## config.mk

```make
export PLATFORM = sky130hd
export DESIGN_NAME = wb_arbiter_flat
export DESIGN_NICKNAME = d
export VERILOG_FILES = /design/src/rtl/wb_arbiter_if.sv /design/src/rtl/wb_arbiter.sv /design/src/flat_wrapper.sv
export SDC_FILE = /design/constraint.sdc
export NUM_CORES = 1
export LEC_CHECK = 0
export ABC_AREA = 1
export CAP_MARGIN = 10
export CELL_PAD_IN_SITES_DETAIL_PLACEMENT = 2
export CELL_PAD_IN_SITES_GLOBAL_PLACEMENT = 2
export CORE_MARGIN = 2
export CORE_UTILIZATION = 31
export DETAILED_ROUTE_END_ITERATION = 12
export HOLD_SLACK_MARGIN = 0.15
export PLACE_DENSITY = 0.81
export SKIP_LAST_GASP = 1
export SYNTH_ARGS = -nofsm -noshare
export SYNTH_HDL_FRONTEND = slang
export SYNTH_SLANG_ARGS = --single-unit
```

## constraint.sdc

```tcl
create_clock -name clk -period 6.3 [get_ports clk]
set_input_delay 0.63 -clock clk [delete_from_list [all_inputs] [get_ports clk]]
set_output_delay 0.63 -clock clk [all_outputs]
set_load 0.01 [all_outputs]
```

## src/rtl/wb_arbiter_if.sv

```systemverilog
// Bundle of all non-clock signals between the writeback arbiter and its
// neighbours: ALU/LSU result handshakes, load issue, decode source lookups,
// the registered regfile write port and the LSU FIFO occupancy.
// The slave modport is the arbiter's view; master is the surrounding core.
interface wb_arbiter_if #(
    parameter int unsigned XLEN       = 32,
    parameter int unsigned FIFO_DEPTH = 2
);
    localparam int unsigned CW = $clog2(FIFO_DEPTH) + 1;

    logic            alu_valid;
    logic            alu_ready;
    logic [4:0]      alu_rd;
    logic [XLEN-1:0] alu_data;

    logic            lsu_valid;
    logic            lsu_ready;
    logic [4:0]      lsu_rd;
    logic [XLEN-1:0] lsu_data;

    logic            issue_load;
    logic [4:0]      issue_rd;

    logic [4:0]      rs1;
    logic [4:0]      rs2;
    logic            rs1_pending;
    logic            rs2_pending;

    logic            wb_write;
    logic [4:0]      wb_rd;
    logic [XLEN-1:0] wb_data;

    logic [CW-1:0]   fifo_count;

    modport slave (
        input  alu_valid, alu_rd, alu_data,
        input  lsu_valid, lsu_rd, lsu_data,
        input  issue_load, issue_rd, rs1, rs2,
        output alu_ready, lsu_ready, rs1_pending, rs2_pending,
        output wb_write, wb_rd, wb_data, fifo_count
    );

    modport master (
        output alu_valid, alu_rd, alu_data,
        output lsu_valid, lsu_rd, lsu_data,
        output issue_load, issue_rd, rs1, rs2,
        input  alu_ready, lsu_ready, rs1_pending, rs2_pending,
        input  wb_write, wb_rd, wb_data, fifo_count
    );
endinterface

```

## src/rtl/wb_arbiter.sv

```systemverilog
// Writeback arbiter and load scoreboard for the regfile write port.
// ALU results are written one cycle after acceptance; LSU results always pass
// through a FIFO_DEPTH-entry circular FIFO and are drained whenever the ALU is
// idle, or forcibly (stalling the ALU) when the FIFO is full.
// Optional feature macro: WB_SCOREBOARD_EN builds the 32-bit pending-load
// scoreboard; without it rs1_pending/rs2_pending are tied low.
module wb_arbiter #(
    parameter int unsigned XLEN       = 32,
    parameter int unsigned FIFO_DEPTH = 2
) (
    input logic          clk,
    input logic          rst,
    wb_arbiter_if.slave  bus
);
    localparam int unsigned PW = $clog2(FIFO_DEPTH);
    localparam int unsigned CW = PW + 1;

    // FIFO storage and control
    logic [4:0]      fifo_rd_mem   [FIFO_DEPTH];
    logic [XLEN-1:0] fifo_data_mem [FIFO_DEPTH];
    logic [PW-1:0]   wr_ptr_q, wr_ptr_d;
    logic [PW-1:0]   rd_ptr_q, rd_ptr_d;
    logic [CW-1:0]   count_q, count_d;
    logic            full;
    logic            empty;
    logic            push;
    logic            pop;

    // Selection result
    logic            sel;
    logic            sel_lsu;
    logic [4:0]      sel_rd;
    logic [XLEN-1:0] sel_data;

    // Writeback register
    logic            wb_write_q, wb_write_d;
    logic [4:0]      wb_rd_q, wb_rd_d;
    logic [XLEN-1:0] wb_data_q, wb_data_d;
    logic            wb_from_lsu_q, wb_from_lsu_d;

    assign full  = (count_q == CW'(FIFO_DEPTH));
    assign empty = (count_q == '0);
    assign push  = bus.lsu_valid && !full;

    assign bus.alu_ready  = !full;
    assign bus.lsu_ready  = !full;
    assign bus.fifo_count = count_q;
    assign bus.wb_write   = wb_write_q;
    assign bus.wb_rd      = wb_rd_q;
    assign bus.wb_data    = wb_data_q;

    // Arbitration: full FIFO drains first, then ALU, then any buffered load
    always_comb begin
        pop      = 1'b0;
        sel      = 1'b0;
        sel_lsu  = 1'b0;
        sel_rd   = '0;
        sel_data = '0;
        if (full) begin
            pop = 1'b1;
        end else if (bus.alu_valid) begin
            sel      = 1'b1;
            sel_rd   = bus.alu_rd;
            sel_data = bus.alu_data;
        end else if (!empty) begin
            pop = 1'b1;
        end
        if (pop) begin
            sel      = 1'b1;
            sel_lsu  = 1'b1;
            sel_rd   = fifo_rd_mem[rd_ptr_q];
            sel_data = fifo_data_mem[rd_ptr_q];
        end
    end

    // Next-state for FIFO pointers/occupancy and the writeback register
    always_comb begin
        wr_ptr_d = push ? PW'(wr_ptr_q + 1'b1) : wr_ptr_q;
        rd_ptr_d = pop  ? PW'(rd_ptr_q + 1'b1) : rd_ptr_q;
        count_d  = count_q;
        if (push && !pop) begin
            count_d = CW'(count_q + 1'b1);
        end else if (pop && !push) begin
            count_d = CW'(count_q - 1'b1);
        end

        wb_write_d    = sel && (sel_rd != 5'd0);
        wb_rd_d       = sel ? sel_rd   : wb_rd_q;
        wb_data_d     = sel ? sel_data : wb_data_q;
        wb_from_lsu_d = sel ? sel_lsu  : wb_from_lsu_q;
    end

    // FIFO payload storage; contents are don't-care until written
    always_ff @(posedge clk) begin
        if (push) begin
            fifo_rd_mem[wr_ptr_q]   <= bus.lsu_rd;
            fifo_data_mem[wr_ptr_q] <= bus.lsu_data;
        end
    end

    // Control state and writeback register
    always_ff @(posedge clk or posedge rst) begin
        if (rst) begin
            wr_ptr_q      <= '0;
            rd_ptr_q      <= '0;
            count_q       <= '0;
            wb_write_q    <= 1'b0;
            wb_rd_q       <= '0;
            wb_data_q     <= '0;
            wb_from_lsu_q <= 1'b0;
        end else begin
            wr_ptr_q      <= wr_ptr_d;
            rd_ptr_q      <= rd_ptr_d;
            count_q       <= count_d;
            wb_write_q    <= wb_write_d;
            wb_rd_q       <= wb_rd_d;
            wb_data_q     <= wb_data_d;
            wb_from_lsu_q <= wb_from_lsu_d;
        end
    end

`ifdef WB_SCOREBOARD_EN
    logic [31:0] pending_q, pending_d;
    logic        lsu_clr;

    assign lsu_clr = wb_write_q && wb_from_lsu_q;

    // Scoreboard update: clear on LSU writeback, then set on issue so set wins
    always_comb begin
        pending_d = pending_q;
        if (lsu_clr) begin
            pending_d[wb_rd_q] = 1'b0;
        end
        if (bus.issue_load && (bus.issue_rd != 5'd0)) begin
            pending_d[bus.issue_rd] = 1'b1;
        end
        pending_d[0] = 1'b0;
    end

    // Scoreboard register
    always_ff @(posedge clk or posedge rst) begin
        if (rst) begin
            pending_q <= '0;
        end else begin
            pending_q <= pending_d;
        end
    end

    // The writeback cycle itself is covered by the regfile bypass
    assign bus.rs1_pending = pending_q[bus.rs1] && !(lsu_clr && (wb_rd_q == bus.rs1));
    assign bus.rs2_pending = pending_q[bus.rs2] && !(lsu_clr && (wb_rd_q == bus.rs2));
`else
    logic unused_sb;
    assign unused_sb = ^{bus.issue_load, bus.issue_rd, bus.rs1, bus.rs2, wb_from_lsu_q};

    assign bus.rs1_pending = 1'b0;
    assign bus.rs2_pending = 1'b0;
`endif
endmodule

```

## src/flat_wrapper.sv

```systemverilog
// flat-port wrapper written by rule: the top's interface ports become plain ports
module wb_arbiter_flat 
#(
    parameter int unsigned XLEN       = 32,
    parameter int unsigned FIFO_DEPTH = 2
)
  (clk, rst, bus_alu_valid, bus_alu_rd, bus_alu_data, bus_lsu_valid, bus_lsu_rd, bus_lsu_data, bus_issue_load, bus_issue_rd, bus_rs1, bus_rs2, bus_alu_ready, bus_lsu_ready, bus_rs1_pending, bus_rs2_pending, bus_wb_write, bus_wb_rd, bus_wb_data, bus_fifo_count);
  wb_arbiter_if #(.XLEN(XLEN), .FIFO_DEPTH(FIFO_DEPTH)) bus_i ();
  input logic clk;
  input logic rst;
  input wire logic [$bits(bus_i.alu_valid)-1:0] bus_alu_valid;
  input wire logic [$bits(bus_i.alu_rd)-1:0] bus_alu_rd;
  input wire logic [$bits(bus_i.alu_data)-1:0] bus_alu_data;
  input wire logic [$bits(bus_i.lsu_valid)-1:0] bus_lsu_valid;
  input wire logic [$bits(bus_i.lsu_rd)-1:0] bus_lsu_rd;
  input wire logic [$bits(bus_i.lsu_data)-1:0] bus_lsu_data;
  input wire logic [$bits(bus_i.issue_load)-1:0] bus_issue_load;
  input wire logic [$bits(bus_i.issue_rd)-1:0] bus_issue_rd;
  input wire logic [$bits(bus_i.rs1)-1:0] bus_rs1;
  input wire logic [$bits(bus_i.rs2)-1:0] bus_rs2;
  output wire logic [$bits(bus_i.alu_ready)-1:0] bus_alu_ready;
  output wire logic [$bits(bus_i.lsu_ready)-1:0] bus_lsu_ready;
  output wire logic [$bits(bus_i.rs1_pending)-1:0] bus_rs1_pending;
  output wire logic [$bits(bus_i.rs2_pending)-1:0] bus_rs2_pending;
  output wire logic [$bits(bus_i.wb_write)-1:0] bus_wb_write;
  output wire logic [$bits(bus_i.wb_rd)-1:0] bus_wb_rd;
  output wire logic [$bits(bus_i.wb_data)-1:0] bus_wb_data;
  output wire logic [$bits(bus_i.fifo_count)-1:0] bus_fifo_count;
  assign bus_i.alu_valid = bus_alu_valid;
  assign bus_i.alu_rd = bus_alu_rd;
  assign bus_i.alu_data = bus_alu_data;
  assign bus_i.lsu_valid = bus_lsu_valid;
  assign bus_i.lsu_rd = bus_lsu_rd;
  assign bus_i.lsu_data = bus_lsu_data;
  assign bus_i.issue_load = bus_issue_load;
  assign bus_i.issue_rd = bus_issue_rd;
  assign bus_i.rs1 = bus_rs1;
  assign bus_i.rs2 = bus_rs2;
  assign bus_alu_ready = bus_i.alu_ready;
  assign bus_lsu_ready = bus_i.lsu_ready;
  assign bus_rs1_pending = bus_i.rs1_pending;
  assign bus_rs2_pending = bus_i.rs2_pending;
  assign bus_wb_write = bus_i.wb_write;
  assign bus_wb_rd = bus_i.wb_rd;
  assign bus_wb_data = bus_i.wb_data;
  assign bus_fifo_count = bus_i.fifo_count;
  wb_arbiter #(.XLEN(XLEN), .FIFO_DEPTH(FIFO_DEPTH)) u_core (.clk(clk), .rst(rst), .bus(bus_i));
endmodule
```

Run 1, metal 2:
(2 px per um)
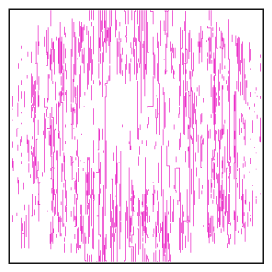
The longest straight run is 69.7 um. The wires run mostly vertical.

Run 1, floorplan with the power grid:
(3 px per um) Pins as bars on the die edge. Tap cells in gray.
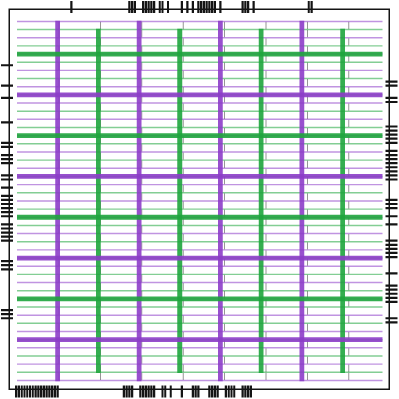
Key: green = VDD; purple = VSS
8 straps on met4. 45 met1 rails follow the rows.

==> summary.txt, run 1 <==
Notes on the flow outputs.

- The synthesis-to-finish area growth reads 42.2%.
- According to the floorplan report, the die width is 126 um.
- The setup slack of the worst register-to-register path is 4.30 ns.
- The area fraction in full adders, half adders and majority gates reads 0.270%.
- The most frequent logic cell in the layout is sky130_fd_sc_hd__nand2_1.
- The number of sinks on the clock net reads 116.
- The tightest hold path in the finished design has a slack of 0.483 ns.
- The pin count of the biggest net entering global routing reads between 40 and 50.
- The number of placement rows is 44.
- The run reported a max-capacitance violation count of 0.
- The final number of hold-violating endpoints is 0.
- The final setup slack of the worst path is between 3 and 4 ns.
- Buffers added to address setup during post-CTS repair amount to 0.
- The source of the critical timing path reads bus_alu_valid.
- The final routed wire length divided by cell count is between 15 and 20 um.
- With fillers left out, the area of the finished cells amounts to around 0.0066 mm2.
- The maximum level of the CTS H-tree is 4.
- The via density per instance reads 4.70.
- Cells with a size suffix above 1 make up 8.93% of the layout.
- The tree is rooted in a sky130_fd_sc_hd__clkbuf_16.
- Once detailed placement completed, the half-perimeter wirelength came to ~8200 um.
- The post-cts hold-fix buffer tally is 0.
- The stage-log warning count reads 42.
- The area figure in the yosys stat output is 0.00463 mm2.
- The weighted congestion at the end of routability-driven global placement reads 0.672.
- After the last flow step, the layout net total stands at 631.
- The core utilization at floorplan reads 31.7%.
- The run finished with clean final reports.
- The wire length reported by the detailed router is 12900 um.
- The peak supply drop is a little over 200 uV.
- The number of cells reported by Yosys stat comes to 415.
- Summed over all failing endpoints, the final setup total negative slack is 0 ns.
- The area share of the leading cell type in the synthesized netlist reads 48.0%.
- The class of the most critical hold timing path is reg -> reg.
- The die extent in y reads approximately 130 um.
- The first-pass GRT wire length reads approximately 21000 um.
- The clock transition time at the flip-flop clock pins of the worst setup and hold paths is 0.05 ns.
- The synthesis report lists the most area-consuming cells as sky130_fd_sc_hd__edfxtp_1 (48%), sky130_fd_sc_hd__dfrtp_1 (23%), sky130_fd_sc_hd__nand2_1 (16%).
- Setup repair after global routing left no endpoint under its margin.
- The period utilization reads 39.3%.
- The area of the die reads about 0.016 mm2.
- The setup slack after placement is 3.39 ns.
- The maximum number of buffers from clock root to sink is 2.
- For this run, design rule violations remaining after detail routing come to 0.
- The port buffer count reads around 120.
- The via count of the routed design reads 3446.
- STA puts the critical path data arrival time at 2.76 ns.
- The number of diodes added for antenna fixing reads 0.
- The portion of netlist area occupied by mux cells reads 0%.
- The area fraction in and, or, nand and nor cells is 23.1%.
- The max-slew violation total from the final report reads 0.
- The total global routing track utilization reads roughly 17%.
- The required time of the worst setup path reads 6.59 ns.
- The maximum clock rate reads 404 MHz.
- The setup violation total in the final timing report is 0.
- The max-slew check reports its worst relative slack as 32.7%.
- The slew of the pin with the lowest slew margin is 1.01 ns.
- Once detail routing completed, the nets flagged for antenna violations numbered 0.
- The category of the worst setup path capture point is a flip-flop.
- The total iterations of the first detailed-routing run is 5.
- The total power density per cell area reads slightly above 500 mW/mm2.
- The largest area contributor in the netlist is sky130_fd_sc_hd__edfxtp_1.
- The top logic cell family in the synthesized netlist is simple AND/OR/NAND/NOR gates.
- The overflow left after global routing reads 0.
- The critical path maximum fanout is 40.
- The cell leakage power reads 2.70 nW.
- After synthesis the netlist holds a flip-flop and latch count of 116.
- In the layout the commonest cells are sky130_fd_sc_hd__nand2_1 (195), sky130_fd_sc_hd__clkdlybuf4s50_1 (119), sky130_fd_sc_hd__edfxtp_1 (74).
- The launch point of the worst hold path reads u_core.bus.wb_data[30]$_DFFE_PP0P_.
- The smallest clock period supported by the final layout is computed as 2.47 ns.
- The count of synthesis-stage warnings from yosys reads 0.
- The core footprint reads 0.0146 mm2.
- The placement-stage cell area is 0.00594 mm2.
- The startpoint type of the worst setup path reads an input pin.
- The register area share after synthesis is 70.7%.
Run 1, clock nets:
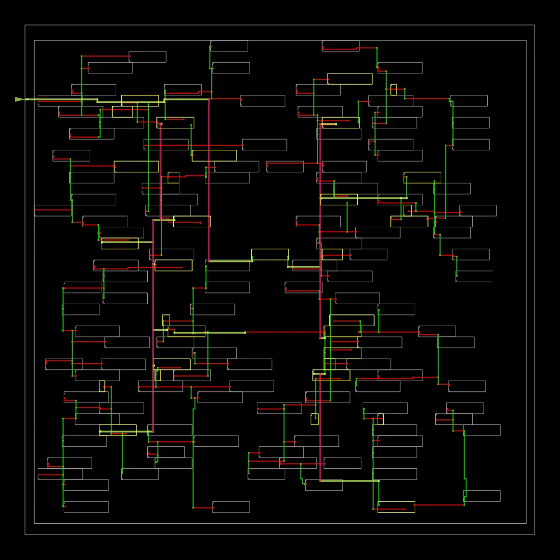
number of clock buffers inserted by TritonCTS: 17
worst clock skew: 0.0128 ns

Run 1, the metal 3 layer:
(2 px per um) Cells faint in the background.
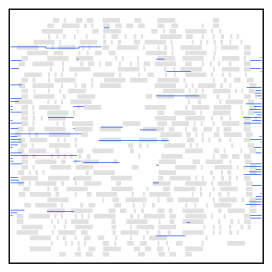
The layer holds 4.0% of the routed length. The longest straight run is 35.2 um. 69 nets have wire on it. The wires run mostly horizontal.

## run 1: sequential cells by signal, indices dropped and copies added, names as in the netlist
signal and flops:
u_core.bus.fifo_count 2, u_core.bus.wb_data 32, u_core.bus.wb_rd 5, u_core.bus.wb_write 1
u_core.fifo_data_mem 64, u_core.fifo_rd_mem 10, u_core.rd_ptr_q 1, u_core.wr_ptr_q 1
## run 1: final cells by class
type                    count  area (um2)
clock buffers              22         464
clock inverters            10         154
fillers                  1491        8010
inverters                   8        30.0
multi-input cells         271        1200
flip-flops and latches    116        3270
well taps                 184         230
repair buffers            122        1230
## run 1: synth_stat cells (all sizes together)
cell type  count
dfrtp         42
ha             1
o21ai          1
nand3         41
clkbuf         4
or2            7
inv            8
a21oi          2
nor2           9
nand2        198
o211ai         7
buf           17
xor2           1
edfxtp        74
conb           1
xnor2          2
## run 1: per-layer routing
metal  wire [um]  track usage [%]  share of wire, %
met5           0                0                 0
met2        6960             31.8                54
met4         195             6.21               1.5
met1        5190             18.7                40
met3         519             3.91               4.0
## run 1: final timing paths
check | end | depth (start not counted)
min in group asynchronous | u_core.bus.wb_data[18]$_DFFE_PP0P_ | 2
max in group asynchronous | u_core.bus.wb_data[2]$_DFFE_PP0P_ | 2
setup / recovery | u_core.bus.fifo_count[1]$_DFFE_PP0P_ | 9
hold reg to reg | u_core.bus.wb_data[30]$_DFFE_PP0P_ | 2
setup reg to reg | u_core.bus.fifo_count[1]$_DFFE_PP0P_ | 8
hold / removal | u_core.bus.wb_data[30]$_DFFE_PP0P_ | 2
## run 1: worst max-delay path, cell delays in order
cell	delay, ns
sky130_fd_sc_hd__clkdlybuf4s50_1	0.64
sky130_fd_sc_hd__inv_2	0.19
sky130_fd_sc_hd__nand2_2	0.08
sky130_fd_sc_hd__nand2_4	0.42
sky130_fd_sc_hd__inv_1	0.10
sky130_fd_sc_hd__ha_1	0.34
sky130_fd_sc_hd__a21oi_1	0.12
sky130_fd_sc_hd__o21ai_0	0.11
sky130_fd_sc_hd__xnor2_1	0.13
## run 1: metrics by stage
step	util (%)	total power, mW	std cells
floorplan	-	1.81	416
global placement	40.7	2.26	700
detailed placement	40.7	2.34	700
CTS	44.9	3.37	732
global route	45.1	3.53	733
finish	45.1	3.32	733
## run 1: cell families (layout without fill, tap and decap cells)
group,Yosys count,in the layout
flip-flops,116,116
AND-OR/OR-AND,10,10
adder cells (fa/ha/maj),1,1
buffers and inverters,29,162
AND/OR/NAND/NOR,255,255
other,1,2
XOR/XNOR,3,3
## run 1: report_power, final
part           total, mW  internal [mW]  switching, mW
combinational       1.11          0.475          0.633
clock               1.01          0.679          0.333
sequential          1.20           1.08          0.115
==> inputs of run 2 (changes only) <==
--- a/config.mk
+++ b/config.mk
@@ -10,10 +10,10 @@
 export CELL_PAD_IN_SITES_DETAIL_PLACEMENT = 2
 export CELL_PAD_IN_SITES_GLOBAL_PLACEMENT = 2
 export CORE_MARGIN = 2
-export CORE_UTILIZATION = 31
+export CORE_UTILIZATION = 26
 export DETAILED_ROUTE_END_ITERATION = 12
 export HOLD_SLACK_MARGIN = 0.15
-export PLACE_DENSITY = 0.81
+export PLACE_DENSITY = 0.73
 export SKIP_LAST_GASP = 1
 export SYNTH_ARGS = -nofsm -noshare
 export SYNTH_HDL_FRONTEND = slang
==> constraint.sdc (replaced) <==
create_clock -name clk -period 2.15 [get_ports clk]
set_input_delay 0.215 -clock clk [delete_from_list [all_inputs] [get_ports clk]]
set_output_delay 0.215 -clock clk [all_outputs]
set_load 0.01 [all_outputs]
Run 2, routed metal, one color a layer:
(3 px per um)
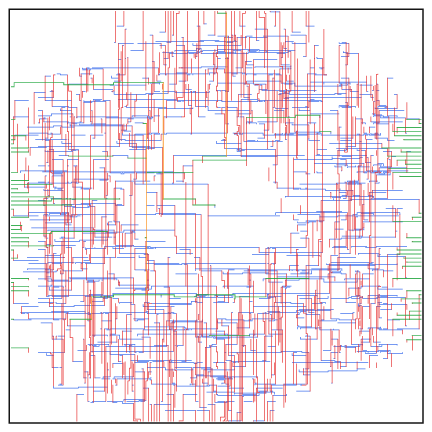
Key: green = M3 [wire length 697 um]; red = M2 [wire length 7140 um]; orange = M4 [wire length 151 um]; blue = M1 [wire length 5290 um]

==> summary.txt, run 2 <==
Notes on the flow outputs.

- The post-route core utilization reads 38.1% (-7.0 points).
- The class of the most critical hold timing path is in -> async.
- The sequential share of power is 37.3% (+1.2 points).
- The logic area came to 0.00120 mm2 (unchanged).
- The via count of the first global-routing pass reads about 4.0k.
- The commonest cells after synthesis are sky130_fd_sc_hd__nand2_1 (195), sky130_fd_sc_hd__edfxtp_1 (74), sky130_fd_sc_hd__dfrtp_1 (42), sky130_fd_sc_hd__nand3_1 (41).
- The post-synthesis instance total reads 415.
- The maximum number of buffers from clock root to sink is 2 (unchanged).
- The number of placement rows is 48 (+9.1%).
- The stage-log warning count is 43 (+2.4%).
- According to the I/O placement log, the pin count is 138.
- The total power density per cell area is 1410 mW/mm2 (+180%).
- The required time of the worst setup path reads 2.44 ns (-4.15 ns).
- The biggest fanout along the worst timing path came to 9 (-78%).
- The unique cell type count in the Yosys netlist is 23.
- The core utilization at floorplan is 26.7% (-5.1 points).
- The number of max-capacitance violations reported reads 0 (unchanged).
- The switching part of the total power came to 33.6% (+1.0 points).
- The tally of nets with antenna violations remaining after routing reads 0 (unchanged).
- The via count of the routed design reads 3421 (-0.73%).
- The number of violations reported at the end of detailed-routing iteration 0 reads 182.
- The register area share after synthesis came to 70.7% (unchanged).
- The area share of the leading cell type in the synthesized netlist is 48.0% (unchanged).
- The final number of hold-violating endpoints reads 0 (unchanged).
- The slowest cell on the critical path reads sky130_fd_sc_hd__dfrtp_1.
- The slew of the pin with the lowest slew margin reads 0.622 ns (-0.386 ns).
- Setup repair after global routing left no endpoint under its margin.
- The weighted congestion at the end of routability-driven global placement reads 0.704 (+4.7%).
- The TritonCTS clock tree reads built.
- The final timing summary puts the cycle share of the worst path at 85.6%.
- The switching component of the power is 3.14 mW (+190%).
- The first-pass GRT wire length reads 21000 um (+1.6%).
- The cell with the most instances after synthesis is sky130_fd_sc_hd__nand2_1.
- The final setup slack of the worst path was 0.310 ns (-3.52 ns).
- The internal power is 6.21 mW (+180%).
- From synthesis to final layout, the design area changed by 42.9%.
- The max-slew violation total from the final report reads 0 (unchanged).
- The count of synthesis-stage warnings from yosys reads 0 (unchanged).
- The netlist area before placement is 0.00463 mm2.
- Per the cell usage report, the commonest logic cell in the layout is sky130_fd_sc_hd__nand2_1.
- The startpoint type of the worst setup path reads a flip-flop.
- The most instantiated flip-flop cell in the synthesis netlist is sky130_fd_sc_hd__edfxtp_1.
- The cell at the root of the clock tree is sky130_fd_sc_hd__clkbuf_16.
- The category of the worst setup path capture point reads a flip-flop.
- The later-pin clock latency in the skew report is 0.41 ns.
- The logic gate share of total power reads 36.1% (+2.7 points).
- Each instance of the synthesized netlist takes up on average 11.2 um2.
- The die extent in y is 137 um (+8.9%).
- The flip-flop count of the largest register after layout is 64 (unchanged).
- The wire length reported by the detailed router is 13300 um (+3.2%).
- The yosys stat cell total is 415 (unchanged).
- The clock period minus final worst setup slack reads 1.84 ns.
- The setup path with the least slack is of type reg -> reg.
- The total iterations of the first detailed-routing run was 6 (+1).
- The setup violation total in the final timing report reads 0 (unchanged).
- The number of buffers created by CTS reads 17 (unchanged).
- The number of diodes added for antenna fixing reads 0 (unchanged).
- The portion of total power attributed to the clock network is 26.6% (-3.9 points).
- The horizontal extent of the die is 137 um (+8.9%).
- The biggest area contributor in the post-synthesis netlist is sky130_fd_sc_hd__edfxtp_1.
- The sequential cell area is 0.00327 mm2 (about the same).
- The overflow left after global routing is 0 (unchanged).
- The final net count reads 638 (+1.1%).
- The main area contributors are sky130_fd_sc_hd__edfxtp_1 (48%), sky130_fd_sc_hd__dfrtp_1 (23%), sky130_fd_sc_hd__nand2_1 (16%).
- The via density per instance is 4.38 (-6.8%).
- The count of library flops with an enable pin is 74 (unchanged).
- The number of sinks on the clock net is 116 (unchanged).
- The cell leakage power is 2.69 nW (-0.28%).
- The post-cts hold-fix buffer tally is 0 (unchanged).
- Traced cell by cell, the critical path runs through inv_2 -> nand2_4 -> nand2_1 -> inv_1 -> ha_1 -> a21oi_1 -> o21ai_0 -> xnor2_1.
- The headroom to the max-slew limit is 58.5% (+26 points).
- The maximum level of the CTS H-tree reads 4 (unchanged).
- The area of the die is 0.0189 mm2 (+19%).
- The area figure in the yosys stat output reads 0.00463 mm2 (unchanged).
- The peak supply drop is 589 uV (+180%).
- The initial antenna violation count is 0.
- The share of flip-flops with an asynchronous set or reset after synthesis is 36.2% (unchanged).
- The port buffer count reads 119 (unchanged).
- The largest stage delay on the critical path is 0.43 ns (-0.21 ns).
- The run finished with clean final reports.
- The data arrival time at the worst-slack endpoint is 2.13 ns (-0.63 ns).
- The pin count of the biggest net entering global routing came to 40 (-7.0%).
- Per the timing report, the achievable frequency comes out to between 500 and 600 MHz.
- The final routed wire length divided by cell count reads 17.0 um (-3.1%).
- The overall power of the completed layout came to 9.35 mW (+180%).
- The total global routing track utilization came to 15.1% (-1.9 points).
- The count of state elements after synthesis is 116 (unchanged).
- The worst setup skew after layout is 0.00823 ns (-0.00459 ns).
- The share of layout cells above drive strength 1 reads 9.17% (+0.25 points).
- The layout filler cell count is 1814 (+22%).
- The setup slack after placement is 0.207 ns (-3.18 ns).
- The register bank with the most flops reads u_core.fifo_data_mem.
- The number of design rule violations left after detail routing is 0 (unchanged).
- The core footprint is 0.0174 mm2 (+19%).
- Per the cell usage report, the commonest logic cells after layout are sky130_fd_sc_hd__nand2_1 (195), sky130_fd_sc_hd__clkdlybuf4s50_1 (119), sky130_fd_sc_hd__edfxtp_1 (74).
- The post-detailed-placement half-perimeter wirelength reads 8810 um (+7.1%).
- The clock transition time at the flip-flop clock pins of the worst setup and hold paths is 0.05 ns (about the same).
- The number of buffers inserted to repair setup after CTS is 0 (unchanged).
- The number of gates resized after CTS is 0.
Run 2, the metal 3 layer:
(2 px per um) Cells faint in the background.
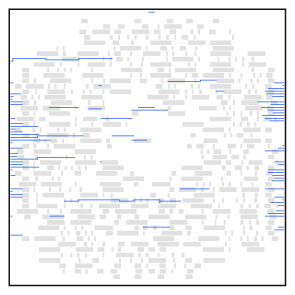
The wires run mostly horizontal. 68 nets have wire on it. The layer holds 5.3% of the routed length. The longest straight run is 22.8 um. The layer carries 697 um of wire.

-- run 2: critical path: cells and delay by family (launching register included) --
family,cells,cell delay [ns]
AND-OR/OR-AND,2,0.27
adder cells (fa/ha/maj),1,0.33
buffers and inverters,2,0.23
XOR/XNOR,1,0.14
AND/OR/NAND/NOR,2,0.32
flip-flops,1,0.43
-- run 2: cell families (layout without fill, tap and decap cells) --
family / after synthesis / after routing / share of synthesized area [%]
AND/OR/NAND/NOR: 255 / 255 / 23.1
flip-flops: 116 / 116 / 70.7
adder cells (fa/ha/maj): 1 / 1 / 0.270
AND-OR/OR-AND: 10 / 10 / 1.46
XOR/XNOR: 3 / 3 / 0.568
other: 1 / 2 / 0.0810
buffers and inverters: 29 / 169 / 3.86
-- run 2: layer usage --
metal / routed length (um) / vias to the layer above / share of wire (%) / global-route usage (%)
met4: 150 / 0 / 1.1 / 4.81
met5: 0 / - / 0 / 0
met1: 5290 / 1700 / 40 / 16.5
met2: 7140 / 89 / 54 / 27.8
li1: - / 1621 / - / -
met3: 696 / 11 / 5.2 / 4.78
-- run 2: stage by stage --
step	cells	setup TNS [ns]	instance area [um2]	hold WS, ns
2_1_floorplan	416	-0.542	4640	0.314
3_3_place_gp	749	0	6100	0.465
3_5_place_dp	749	0	6100	0.471
4_1_cts	781	0	6610	0.199
5_1_grt	781	0	6610	0.234
6_report	781	0	6610	0.193
-- run 2: final timing paths --
| path | startpoint | to | slack (ns) | cells after the start |
|---|---|---|---|---|
| worst min-delay path | rst | u_core.bus.wb_data[14]$_DFFE_PP0P_ | 0.19 | 2 |
| worst max-delay path | u_core.bus.fifo_count[0]$_DFFE_PP0P_ | u_core.bus.fifo_count[1]$_DFFE_PP0P_ | 0.31 | 8 |
| min in group clk | bus_alu_data[16] | u_core.bus.wb_data[16]$_DFFE_PP0P_ | 0.37 | 3 |
| worst min register to register | u_core.bus.wb_data[0]$_DFFE_PP0P_ | u_core.bus.wb_data[0]$_DFFE_PP0P_ | 0.48 | 2 |
| worst max register to register | u_core.bus.fifo_count[0]$_DFFE_PP0P_ | u_core.bus.fifo_count[1]$_DFFE_PP0P_ | 0.31 | 8 |
| max in group asynchronous | rst | u_core.rd_ptr_q$_DFFE_PP0N_ | 1.39 | 3 |
-- run 2: final cells by class --
cell class	count	share of cell area, %
flip-flops and latches	116	49.5
repair buffers	129	19.9
multi-input cells	271	18.1
clock buffers	25	6.89
well taps	225	4.26
clock inverters	7	0.908
inverters	8	0.454
-- run 2: power by group through the flow --
| stage | combinational (mW) | clock [mW] | sequential, mW |
|---|---|---|---|
| detailed placement | 3.48 | 0 | 3.53 |
| CTS | 3.50 | 2.57 | 3.50 |
| global placement | 3.31 | 0 | 3.49 |
| floorplan | 1.65 | 0 | 3.66 |
| finish | 3.37 | 2.49 | 3.49 |
| global route | 3.81 | 2.66 | 3.57 |
==> inputs of run 3 (changes only) <==
--- a/config.mk
+++ b/config.mk
@@ -14,6 +14,7 @@
 export DETAILED_ROUTE_END_ITERATION = 12
 export HOLD_SLACK_MARGIN = 0.15
 export PLACE_DENSITY = 0.73
+export REMOVE_ABC_BUFFERS = 1
 export SKIP_LAST_GASP = 1
 export SYNTH_ARGS = -nofsm -noshare
 export SYNTH_HDL_FRONTEND = slang
Run 3, floorplan with the power grid:
(3 px per um) Pins as bars on the die edge. Tap cells in gray.
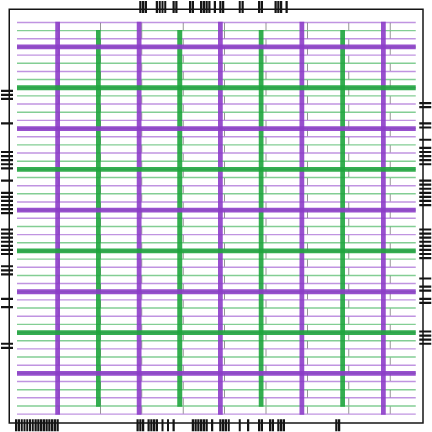
Key: green = VDD; purple = VSS
138 signal pins sit on the boundary. 49 met1 rails follow the rows.

==> summary.txt, run 3 <==
Notes on the flow outputs.

- By instance count after routing, the leading logic cell types are sky130_fd_sc_hd__nand2_1 (195), sky130_fd_sc_hd__clkdlybuf4s50_1 (119), sky130_fd_sc_hd__edfxtp_1 (74).
- The overflow left after global routing reads 0 (unchanged).
- The most critical setup path has its startpoint at u_core.bus.fifo_count[0]$_DFFE_PP0P_.
- The final number of hold-violating endpoints is 0 (unchanged).
- The core utilization at floorplan is 26.7% (unchanged).
- The capturing point of the worst reg2reg path is u_core.bus.fifo_count[1]$_DFFE_PP0P_.
- The cell leakage power reads 2.74 nW (+1.7%).
- Looking at the setup timing report, the critical path kind is reg -> reg.
- Setup repair after global routing left no endpoint under its margin.
- The share of flip-flops with an asynchronous set or reset after synthesis is 36.2% (unchanged).
- The number of buffers created by CTS reads 17 (unchanged).
- The port buffer count reads 119 (unchanged).
- The peak supply drop came to 529 uV (-10%).
- The total number of cells along the worst setup path is 8 (unchanged).
- The yosys stat cell total reads 415 (unchanged).
- The number of sinks on the clock net reads 116 (unchanged).
- The register bank with the most flops reads u_core.fifo_data_mem.
- The number of cells traversed by the worst register-to-register path reads 8 (unchanged).
- The core footprint is 0.0174 mm2 (unchanged).
- The final instance area was 0.00669 mm2 (+1.1%).
- The buffer-and-inverter tally for the worst setup path was 2 (unchanged).
- The tally of nets with antenna violations remaining after routing reads 0 (unchanged).
- The register area share after synthesis reads 70.7% (unchanged).
- The later-pin clock latency in the skew report came to 0.41 ns (about the same).
- The via count of the routed design is 3484 (+1.8%).
- The number of max-capacitance violations reported is 0 (unchanged).
- The number of placement rows reads 48 (unchanged).
- The area of the die reads 0.0189 mm2 (unchanged).
- The clock period minus final worst setup slack was 1.84 ns (-0.0000340 ns).
- The first-pass GRT wire length reads 20800 um (-0.82%).
- The main area contributors are sky130_fd_sc_hd__edfxtp_1 (48%), sky130_fd_sc_hd__dfrtp_1 (23%), sky130_fd_sc_hd__nand2_1 (16%).
- The count of library flops with an enable pin was 74 (unchanged).
- The horizontal extent of the die is 137 um (unchanged).
- The maximum clock rate reads 543 MHz (about the same).
- The number of design rule violations left after detail routing reads 0 (unchanged).
- The post-detailed-placement half-perimeter wirelength is 8930 um (+1.4%).
- The cell with the most instances after synthesis reads sky130_fd_sc_hd__nand2_1.
- The period utilization reads 85.6% (about the same).
- The most frequent logic cell in the layout reads sky130_fd_sc_hd__nand2_1.
- The top-level I/O count is 138 (unchanged).
- The total power density per cell area is 1440 mW/mm2 (+1.5%).
- The weighted congestion at the end of routability-driven global placement reads 0.703 (-0.11%).
- The slowest cell on the critical path is sky130_fd_sc_hd__dfrtp_1.
- The stage-log warning count was 41 (-4.7%).
- The post-synthesis instance total came to 415 (unchanged).
- The signal on the critical path passes through inv_2 -> nand2_4 -> nand2_1 -> inv_1 -> ha_1 -> a21oi_1 -> o21ai_0 -> xnor2_1.
- The max-slew violation total from the final report is 0 (unchanged).
- The unique cell type count in the Yosys netlist is 23 (unchanged).
- The netlist area before placement is 0.00463 mm2 (unchanged).
- The flip-flop count of the largest register after layout reads 64 (unchanged).
- The largest area contributor in the netlist is sky130_fd_sc_hd__edfxtp_1.
- The share of layout cells above drive strength 1 reads 10.2% (+1.0 points).
- The TritonCTS clock tree is built.
- The gate family responsible for the most delay along the worst path is flip-flops.
- The largest stage delay on the critical path reads 0.44 ns (about the same).
- The headroom to the max-slew limit reads 65.1% (+6.6 points).
- The cell at the root of the clock tree is sky130_fd_sc_hd__clkbuf_16.
- The number of violations reported at the end of detailed-routing iteration 0 reads 128 (-30%).
- The synthesis-to-finish area growth reads 44.5%.
- The via count of the first global-routing pass came to 3945 (-2.1%).
- The mean area per synthesized cell was 11.2 um2 (unchanged).
- The total global routing track utilization came to 14.8% (-0.33 points).
- The area share of the leading cell type in the synthesized netlist reads 48.0% (unchanged).
- The worst setup skew after layout came to 0.00670 ns (-0.00153 ns).
- The area figure in the yosys stat output reads 0.00463 mm2 (unchanged).
- The data arrival time at the worst-slack endpoint is 2.12 ns (about the same).
- The wire length reported by the detailed router is 12900 um (-3.0%).
- The biggest fanout along the worst timing path is 9 (unchanged).
- The die extent in y reads 137 um (unchanged).
- The run finished with clean final reports.
- The startpoint type of the worst setup path reads a flip-flop.
- The required time of the worst setup path was 2.43 ns (about the same).
- The setup violation total in the final timing report is 0 (unchanged).
- The total iterations of the first detailed-routing run came to 4 (-2).
- The most instantiated flip-flop cell in the synthesis netlist is sky130_fd_sc_hd__edfxtp_1.
- The setup slack of the worst register-to-register path is 0.31 ns (about the same).
- The reg-to-reg startpoint reads u_core.bus.fifo_count[0]$_DFFE_PP0P_.
- The count of synthesis-stage warnings from yosys came to 0 (unchanged).
- Yosys reports that the most numerous cell types are sky130_fd_sc_hd__nand2_1 (195), sky130_fd_sc_hd__edfxtp_1 (74), sky130_fd_sc_hd__dfrtp_1 (42), sky130_fd_sc_hd__nand3_1 (41).
- For reference, the critical path is captured by u_core.bus.fifo_count[1]$_DFFE_PP0P_.
- The final routed wire length divided by cell count reads 16.4 um (-3.3%).
- The via density per instance is 4.44 (+1.5%).
- The count of state elements after synthesis is 116 (unchanged).
- The slew of the pin with the lowest slew margin is 0.523 ns (-0.0987 ns).
- The initial antenna violation count reads 0 (unchanged).
- The maximum level of the CTS H-tree is 4 (unchanged).
- The overall power of the completed layout is 9.60 mW (+2.7%).
- The worst setup path is captured at a flip-flop.
- The number of diodes added for antenna fixing is 0 (unchanged).
- The final net count was 641 (+0.47%).
- The clock transition time at the flip-flop clock pins of the worst setup and hold paths is 0.05 ns (about the same).
- The pin count of the biggest net entering global routing is 39 (-2.5%).
- The class of the most critical hold timing path reads in -> reg.
- The maximum number of buffers from clock root to sink is 2 (unchanged).
- The placement-stage cell area reads 0.00610 mm2 (about the same).
Run 3, metal 2:
(2 px per um)
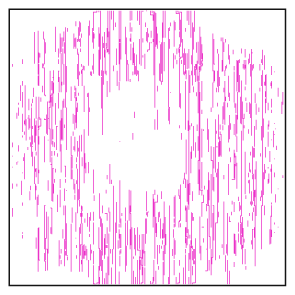
The layer holds 52% of the routed length. The wires run mostly vertical.

==> run 3: final cells by class <==
type / count / area [um2]
Inverter: 8 / 30.0
Clock buffer: 26 / 499
Timing Repair Buffer: 132 / 1330
Clock inverter: 6 / 78.8
Sequential cell: 116 / 3270
Tap cell: 225 / 282
Fill cell: 1807 / 10700
Multi-Input combinational cell: 271 / 1200
==> run 3: worst register-to-register path, stage by stage (launching register included) <==
cell                      delay (ns)
sky130_fd_sc_hd__dfrtp_1        0.44
sky130_fd_sc_hd__inv_2          0.12
sky130_fd_sc_hd__nand2_4        0.10
sky130_fd_sc_hd__nand2_1        0.22
sky130_fd_sc_hd__inv_1          0.10
sky130_fd_sc_hd__ha_1           0.32
sky130_fd_sc_hd__a21oi_1        0.14
sky130_fd_sc_hd__o21ai_0        0.13
sky130_fd_sc_hd__xnor2_1        0.15
==> run 3: worst min-delay path by stage <==
stage	from	endpoint	slack, ns	depth (start not counted)
floorplan	bus_lsu_data[0]	u_core.fifo_data_mem[0][0]$_DFFE_PP_	0.31	0
global placement	u_core.bus.wb_data[28]$_DFFE_PP0P_	u_core.bus.wb_data[28]$_DFFE_PP0P_	0.46	2
detailed placement	u_core.bus.wb_rd[1]$_DFFE_PP0P_	u_core.bus.wb_rd[1]$_DFFE_PP0P_	0.47	2
finish	bus_alu_data[0]	u_core.bus.wb_data[0]$_DFFE_PP0P_	0.38	3
CTS	bus_alu_data[0]	u_core.bus.wb_data[0]$_DFFE_PP0P_	0.37	3
global route	bus_lsu_rd[3]	u_core.fifo_rd_mem[0][3]$_DFFE_PP_	0.38	1
==> run 3: kinds of logic after synthesis <==
kind of cell,Yosys count,share of synthesized area (%)
other,1,0.0810
AOI/OAI and AO/OA,10,1.46
buffers and inverters,29,3.86
xor gates and xnor gates,3,0.568
DFF,116,70.7
and+or+nand+nor,255,23.1
adders and majority gates,1,0.270
==> run 3: report_power, final <==
part           internal (mW)  switching (mW)
clock network           1.82           0.926
logic                   1.48            1.89
registers               3.17           0.323
==> run 3: per-layer routing <==
metal | vias up | share of wire [%] | track usage, %
li1 | 1634 | - | -
met1 | 1743 | 42 | 17.4
met2 | 92 | 52 | 26.0
met3 | 15 | 4.7 | 3.90
met4 | 0 | 1.3 | 5.33
met5 | - | 0 | 0
==> run 3: per-stage QoR <==
stage	hold WS [ns]	worst slack, ns	instances	utilization, %	setup TNS (ns)
floorplan	0.314	-0.642	395	-	-46.89
global placement	0.464	0.359	751	35.1	0
detailed placement	0.473	0.265	751	35.1	0
CTS	0.369	0.266	784	38.5	0
global route	0.376	0.185	784	38.5	0
finish	0.383	0.310	784	38.5	0
==> run 3: timing repair <==
action                                 in CTS  in global routing
buffers inserted                            0                  0
endpoints found under the hold margin      12                  0
gates resized                               0                  0
hold buffers                                1                  0
No activity file was given, so power comes from the tool's default toggle rates.
